### Supply network

Bar = 20 µm. Pins as bars on the die edge. Tap cells in gray.
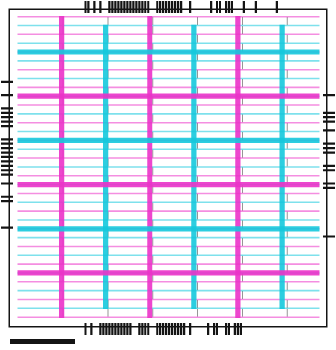
### Cell classes on the final placement

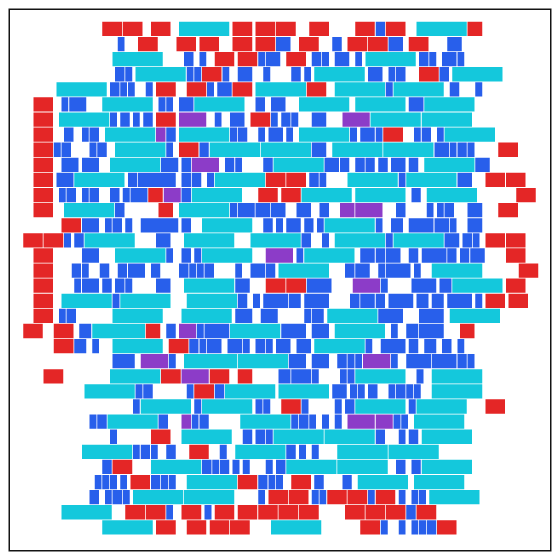
### Routed clock nets over the placement

Bar = 20 µm.
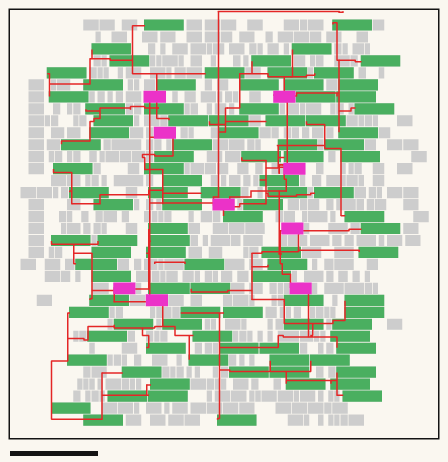
### Metal layers overlaid

Bar = 20 µm. Only two layers are drawn.
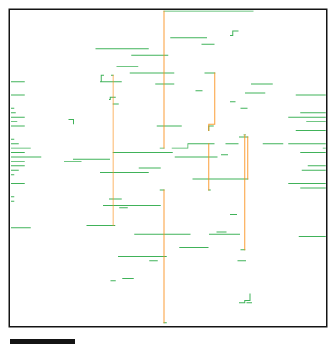
**src/rtl/h_chunk_rca_pkg.sv**
```systemverilog
// Shared types and size helpers for the chunked ripple-carry adder.
package h_chunk_rca_pkg;

  typedef enum logic [1:0] {
    IDLE = 2'd0,
    RUN  = 2'd1,
    DONE = 2'd2
  } state_t;

  function automatic int calc_nch(input int width, input int chunk);
    return width / chunk;
  endfunction

  // Index register is at least one bit wide, even when a single chunk covers the word.
  function automatic int idx_width(input int nch);
    return (nch <= 1) ? 1 : $clog2(nch);
  endfunction

endpackage

```
**src/rtl/h_chunk_rca_if.sv**
```systemverilog
// Operand/result handshake bundle for h_chunk_rca.
interface h_chunk_rca_if #(
  parameter int WIDTH = 32
);
  logic             in_valid;
  logic             in_ready;
  logic [WIDTH-1:0] a;
  logic [WIDTH-1:0] b;
  logic             cin;
  logic             signed_mode;
  logic             out_valid;
  logic             out_ready;
  logic [WIDTH:0]   out;
  logic             ovf;

  modport master (
    output in_valid, a, b, cin, signed_mode, out_ready,
    input  in_ready, out_valid, out, ovf
  );

  modport slave (
    input  in_valid, a, b, cin, signed_mode, out_ready,
    output in_ready, out_valid, out, ovf
  );
endinterface

```
**src/rtl/h_chunk_rca_rca_chunk.sv**
```systemverilog
// Half/full adder cells and the CHUNK-bit ripple-carry adder built from them.
module ha (
  input  logic x,
  input  logic y,
  output logic s,
  output logic c
);
  assign s = x ^ y;
  assign c = x & y;
endmodule

module fa (
  input  logic x,
  input  logic y,
  input  logic ci,
  output logic s,
  output logic co
);
  logic s0, c0, c1;

  ha u_ha0 (.x(x),  .y(y),  .s(s0), .c(c0));
  ha u_ha1 (.x(s0), .y(ci), .s(s),  .c(c1));

  assign co = c0 | c1;
endmodule

module rca_chunk #(
  parameter int W = 8
) (
  input  logic [W-1:0] a,
  input  logic [W-1:0] b,
  input  logic         cin,
  output logic [W-1:0] sum,
  output logic         c_msb,
  output logic         cout
);
  logic [W:0] c;

  assign c[0] = cin;

  for (genvar i = 0; i < W; i++) begin : g_bit
    fa u_fa (.x(a[i]), .y(b[i]), .ci(c[i]), .s(sum[i]), .co(c[i+1]));
  end

  // Carry into the top bit is what signed overflow detection needs.
  assign c_msb = c[W-1];
  assign cout  = c[W];
endmodule

```
**src/rtl/h_chunk_rca.sv**
```systemverilog
// Multi-cycle adder: adds CHUNK bits per clock through one shared rca_chunk,
// low chunk first, with a valid/ready handshake on both sides.
module h_chunk_rca
  import h_chunk_rca_pkg::*;
#(
  parameter int WIDTH = 32,
  parameter int CHUNK = 8
) (
  input  logic          clk,
  input  logic          rst_n,
  h_chunk_rca_if.slave  bus
);
  localparam int NCH  = calc_nch(WIDTH, CHUNK);
  localparam int IDXW = idx_width(NCH);

  if (CHUNK < 1 || CHUNK > WIDTH || (WIDTH % CHUNK) != 0) begin : g_bad_params
    $error("h_chunk_rca: CHUNK must divide WIDTH and lie in 1..WIDTH");
  end

  state_t           state_q;
  logic [IDXW-1:0]  idx_q;
  logic [WIDTH-1:0] a_q, b_q;
  logic             carry_q;
  logic             sm_q;
  logic [WIDTH:0]   out_q;
  logic             ovf_q;

  logic [CHUNK-1:0]       sum;
  logic                   c_msb, cout;
  logic [WIDTH+CHUNK-1:0] res_cat;
  logic                   last_chunk;

  // Operands shift right each cycle so the active chunk always sits at bit 0.
  rca_chunk #(.W(CHUNK)) u_rca (
    .a     (a_q[CHUNK-1:0]),
    .b     (b_q[CHUNK-1:0]),
    .cin   (carry_q),
    .sum   (sum),
    .c_msb (c_msb),
    .cout  (cout)
  );

  // New sum bits enter at the top of the result; after NCH cycles every chunk is in place.
  assign res_cat    = {sum, out_q[WIDTH-1:0]};
  assign last_chunk = (idx_q == IDXW'(NCH - 1));

  // NOTE: every register below uses non-blocking assignment so all updates
  // see the pre-edge values, independent of statement order.
  always_ff @(posedge clk or negedge rst_n) begin
    if (!rst_n) begin
      state_q <= IDLE;
      idx_q   <= '0;
      a_q     <= '0;
      b_q     <= '0;
      carry_q <= 1'b0;
      sm_q    <= 1'b0;
      out_q   <= '0;
      ovf_q   <= 1'b0;
    end else begin
      case (state_q)
        IDLE: begin
          if (bus.in_valid) begin
            a_q     <= bus.a;
            b_q     <= bus.b;
            carry_q <= bus.cin;
            sm_q    <= bus.signed_mode;
            idx_q   <= '0;
            out_q   <= '0;
            ovf_q   <= 1'b0;
            state_q <= RUN;
          end
        end
        RUN: begin
          out_q[WIDTH-1:0] <= res_cat[WIDTH+CHUNK-1:CHUNK];
          carry_q          <= cout;
          a_q              <= a_q >> CHUNK;
          b_q              <= b_q >> CHUNK;
          idx_q            <= idx_q + IDXW'(1);
          if (last_chunk) begin
            // In the last chunk the operand MSBs are the word MSBs.
            out_q[WIDTH] <= sm_q ? (a_q[CHUNK-1] ^ b_q[CHUNK-1] ^ cout) : cout;
            ovf_q        <= sm_q & (c_msb ^ cout);
            state_q      <= DONE;
          end
        end
        DONE: begin
          if (bus.out_ready) begin
            state_q <= IDLE;
          end
        end
        default: state_q <= IDLE;
      endcase
    end
  end

  assign bus.in_ready  = (state_q == IDLE);
  assign bus.out_valid = (state_q == DONE);
  assign bus.out       = out_q;
  assign bus.ovf       = ovf_q;

endmodule

```
**src/flat_wrapper.sv**
```systemverilog
// flat-port wrapper written by rule: the top's interface ports become plain ports
module h_chunk_rca_flat import h_chunk_rca_pkg::*;
#(
  parameter int WIDTH = 32,
  parameter int CHUNK = 8
)
  (clk, rst_n, bus_in_valid, bus_a, bus_b, bus_cin, bus_signed_mode, bus_out_ready, bus_in_ready, bus_out_valid, bus_out, bus_ovf);
  h_chunk_rca_if #(.WIDTH(WIDTH)) bus_i ();
  input  logic clk;
  input  logic rst_n;
  input wire logic [$bits(bus_i.in_valid)-1:0] bus_in_valid;
  input wire logic [$bits(bus_i.a)-1:0] bus_a;
  input wire logic [$bits(bus_i.b)-1:0] bus_b;
  input wire logic [$bits(bus_i.cin)-1:0] bus_cin;
  input wire logic [$bits(bus_i.signed_mode)-1:0] bus_signed_mode;
  input wire logic [$bits(bus_i.out_ready)-1:0] bus_out_ready;
  output wire logic [$bits(bus_i.in_ready)-1:0] bus_in_ready;
  output wire logic [$bits(bus_i.out_valid)-1:0] bus_out_valid;
  output wire logic [$bits(bus_i.out)-1:0] bus_out;
  output wire logic [$bits(bus_i.ovf)-1:0] bus_ovf;
  assign bus_i.in_valid = bus_in_valid;
  assign bus_i.a = bus_a;
  assign bus_i.b = bus_b;
  assign bus_i.cin = bus_cin;
  assign bus_i.signed_mode = bus_signed_mode;
  assign bus_i.out_ready = bus_out_ready;
  assign bus_in_ready = bus_i.in_ready;
  assign bus_out_valid = bus_i.out_valid;
  assign bus_out = bus_i.out;
  assign bus_ovf = bus_i.ovf;
  h_chunk_rca #(.WIDTH(WIDTH), .CHUNK(CHUNK)) u_core (.clk(clk), .rst_n(rst_n), .bus(bus_i));
endmodule
```
**config.mk**
```make
export PLATFORM = sky130hd
export DESIGN_NAME = h_chunk_rca_flat
export DESIGN_NICKNAME = d
export VERILOG_FILES = /design/src/rtl/h_chunk_rca_pkg.sv /design/src/rtl/h_chunk_rca_if.sv /design/src/rtl/h_chunk_rca_rca_chunk.sv /design/src/rtl/h_chunk_rca.sv /design/src/flat_wrapper.sv
export SDC_FILE = /design/constraint.sdc
export NUM_CORES = 1
export LEC_CHECK = 0
export CORE_MARGIN = 2
export CORE_UTILIZATION = 54
export DETAILED_ROUTE_END_ITERATION = 12
export HOLD_SLACK_MARGIN = 0.06
export PLACE_DENSITY = 0.86
export SKIP_LAST_GASP = 1
export SYNTH_ARGS = -nofsm -noshare
export SYNTH_HDL_FRONTEND = slang
export SYNTH_HIERARCHICAL = 1
export SYNTH_SLANG_ARGS = --single-unit
```
**constraint.sdc**
```tcl
create_clock -name clk -period 10.5 [get_ports clk]
set_input_delay 2.1 -clock clk [delete_from_list [all_inputs] [get_ports clk]]
set_output_delay 2.1 -clock clk [all_outputs]
set_load 0.005 [all_outputs]
```
==> run notes <==
The run gives 0.0353 for the global-route track usage on met3. Main logic family after synthesis: AND-OR/OR-AND gates. The main area contributors are sky130_fd_sc_hd__dfrtp_1 55%, sky130_fd_sc_hd__nand2_1 12%, sky130_fd_sc_hd__o21ai_1 11%. The clock buffers instantiated in the layout total 10.

Across all stage logs, warnings added up to 26. The layout inverter count without the clock tree is 1, and the maximum operating frequency is 211 MHz. The report shows a maximum critical-path fanout of 3. The adder and majority gate portion of the synthesized area works out to 0.0453. STA reports a reg2reg setup slack of 5.77 ns. With the well-tap cell count at 108, the share of Yosys cell area claimed by the top area cell type is 0.554. Per the detail_route report, vias per standard cell equal 5.66. With the share of final layout cell area taken by clock buffers and inverters at 0.0306, the total of plain and repair buffers excluding clock buffers is 110. The async set or reset register ratio after synthesis was 1.00. The initial antenna violation count was 0; the boundary pin count was 106. The capture instance of the worst register-to-register path was u_core/bus.out[32]$_DFFE_PN0P_. Via count of the first global-routing pass: 3,855.

On the final layout, the worst hold slack is 0.503 ns. The placement-stage worst setup slack came out at 5.79 ns. Per the detailed placement report, the placed cell area equals 0.00575 mm².

The cell type with the largest total area is sky130_fd_sc_hd__dfrtp_1. The run gives 0.447 as the combinational fraction of design power. Once iteration 0 of detailed routing completed, the report listed 356 DRC markers. The layout overhead on the synthesized area works out to 26.3%. The number of clock sinks seen by CTS is 104. The run finished with clean final reports. According to the hold report, the worst path is of the reg2reg type.

The leakage power was 2.62 nW. The highest metal layer with signal wires is met4. The run gives 0 as the count of maximum capacitance violations. The synthesized-area fraction occupied by and/or/nand/nor cells is 0.166. The register with the most flip-flops in the layout has 33 of them. The category of cells accounting for the largest share of critical-path delay is simple AND/OR/NAND/NOR gates. In the synthesized netlist, the cells that appear most often are 149 x sky130_fd_sc_hd__nand2_1, 104 x sky130_fd_sc_hd__dfrtp_1, 99 x sky130_fd_sc_hd__o21ai_1, 40 x sky130_fd_sc_hd__a22oi_1, 22 x sky130_fd_sc_hd__buf_2.

The synth_stat.txt file lists the number of cells as 496. The non-filler instance count after layout is 690, and the HPWL after detailed placement is 7740 µm. The clock buffer count from CTS is 9. The wire length of the first global-routing pass was 19,000 µm.

The internal portion of the total power is 0.981 mW. Highest-power group: combinational logic. The number of placement rows came out at 34. The detailed-routing iteration count for the pre-antenna-repair pass came out at 6. The number of slew-limit violations in the final report is 0, and the number of sequential cells is 104. The run gives 0.177 as the relative slew slack. The number of gates on the worst path with buffers counted is 20. The tools report the number of standard cells after synthesis as 496. Per the hold report, the tightest min-delay path originates at u_core/b_q[17]$_DFFE_PN0P_.

The share of post-route cells with drive strength above 1 is 0.0498. The total buffers and inverters traversed by the critical path is 1. The number of cells traversed by the worst hold path works out to 2. The tools report the startpoint of the lowest-slack register-to-register path as u_core/b_q[0]$_DFFE_PN0P_.

STA classifies the critical path startpoint as a flip-flop. With the post-synthesis share of cell area spent on xor and xnor gates at 0.00373, the post-placement cell count is 674. In the per-layer breakdown of the detailed-route log, met1 shows 5110 µm.
Notes on 'Supply network' above:
- magenta: VSS
- cyan: VDD
- signal pins: 106
- met5 straps: 6
- rows: 34
- met1 rails: 35
- met4 straps: 6
DIE WIDTH: 97.3 µm
vertical extent of the die: 97.3 µm
maximum VDD drop: 153 µV
core area: 0.00859 mm²

Notes on 'Cell classes on the final placement' above:
- blue: remaining logic cells (cells 352; share of their area 33%)
- cyan: sequential cells (cells 104; share of their area 45%)
- red: remaining buffers and delay cells (cells 110; share of their area 19%)
- purple: clock drivers and dummy loads (cells 16; share of their area 3.1%)
final std cell area, no fill: 0.00593 mm²
sequential share of cell area: 0.439
end-of-flow core utilization: 0.690

Notes on 'Routed clock nets over the placement' above:
- magenta: clock-net drivers (count 9)
- red: clock wires (length 1,050 µm)
- green: flip-flops (count 104)
- routed clock nets: 10
maximum clock skew at final layout: 0.0142 ns
Clock Latency Late Sink: 0.36 ns
Clk network pwr share: 0.139
P_clk: 0.229 mW

Notes on 'Metal layers overlaid' above:
- green: M3 (wire length 529 µm)
- orange: M4 (wire length 211 µm)
total wire length: 11,700 µm
via total after detailed routing: 3,907
overall fraction of global-route tracks in use: 0.250
wire length per cell: 16.9 µm

Power figures rest on the tool's default switching activity, not on a simulated workload.
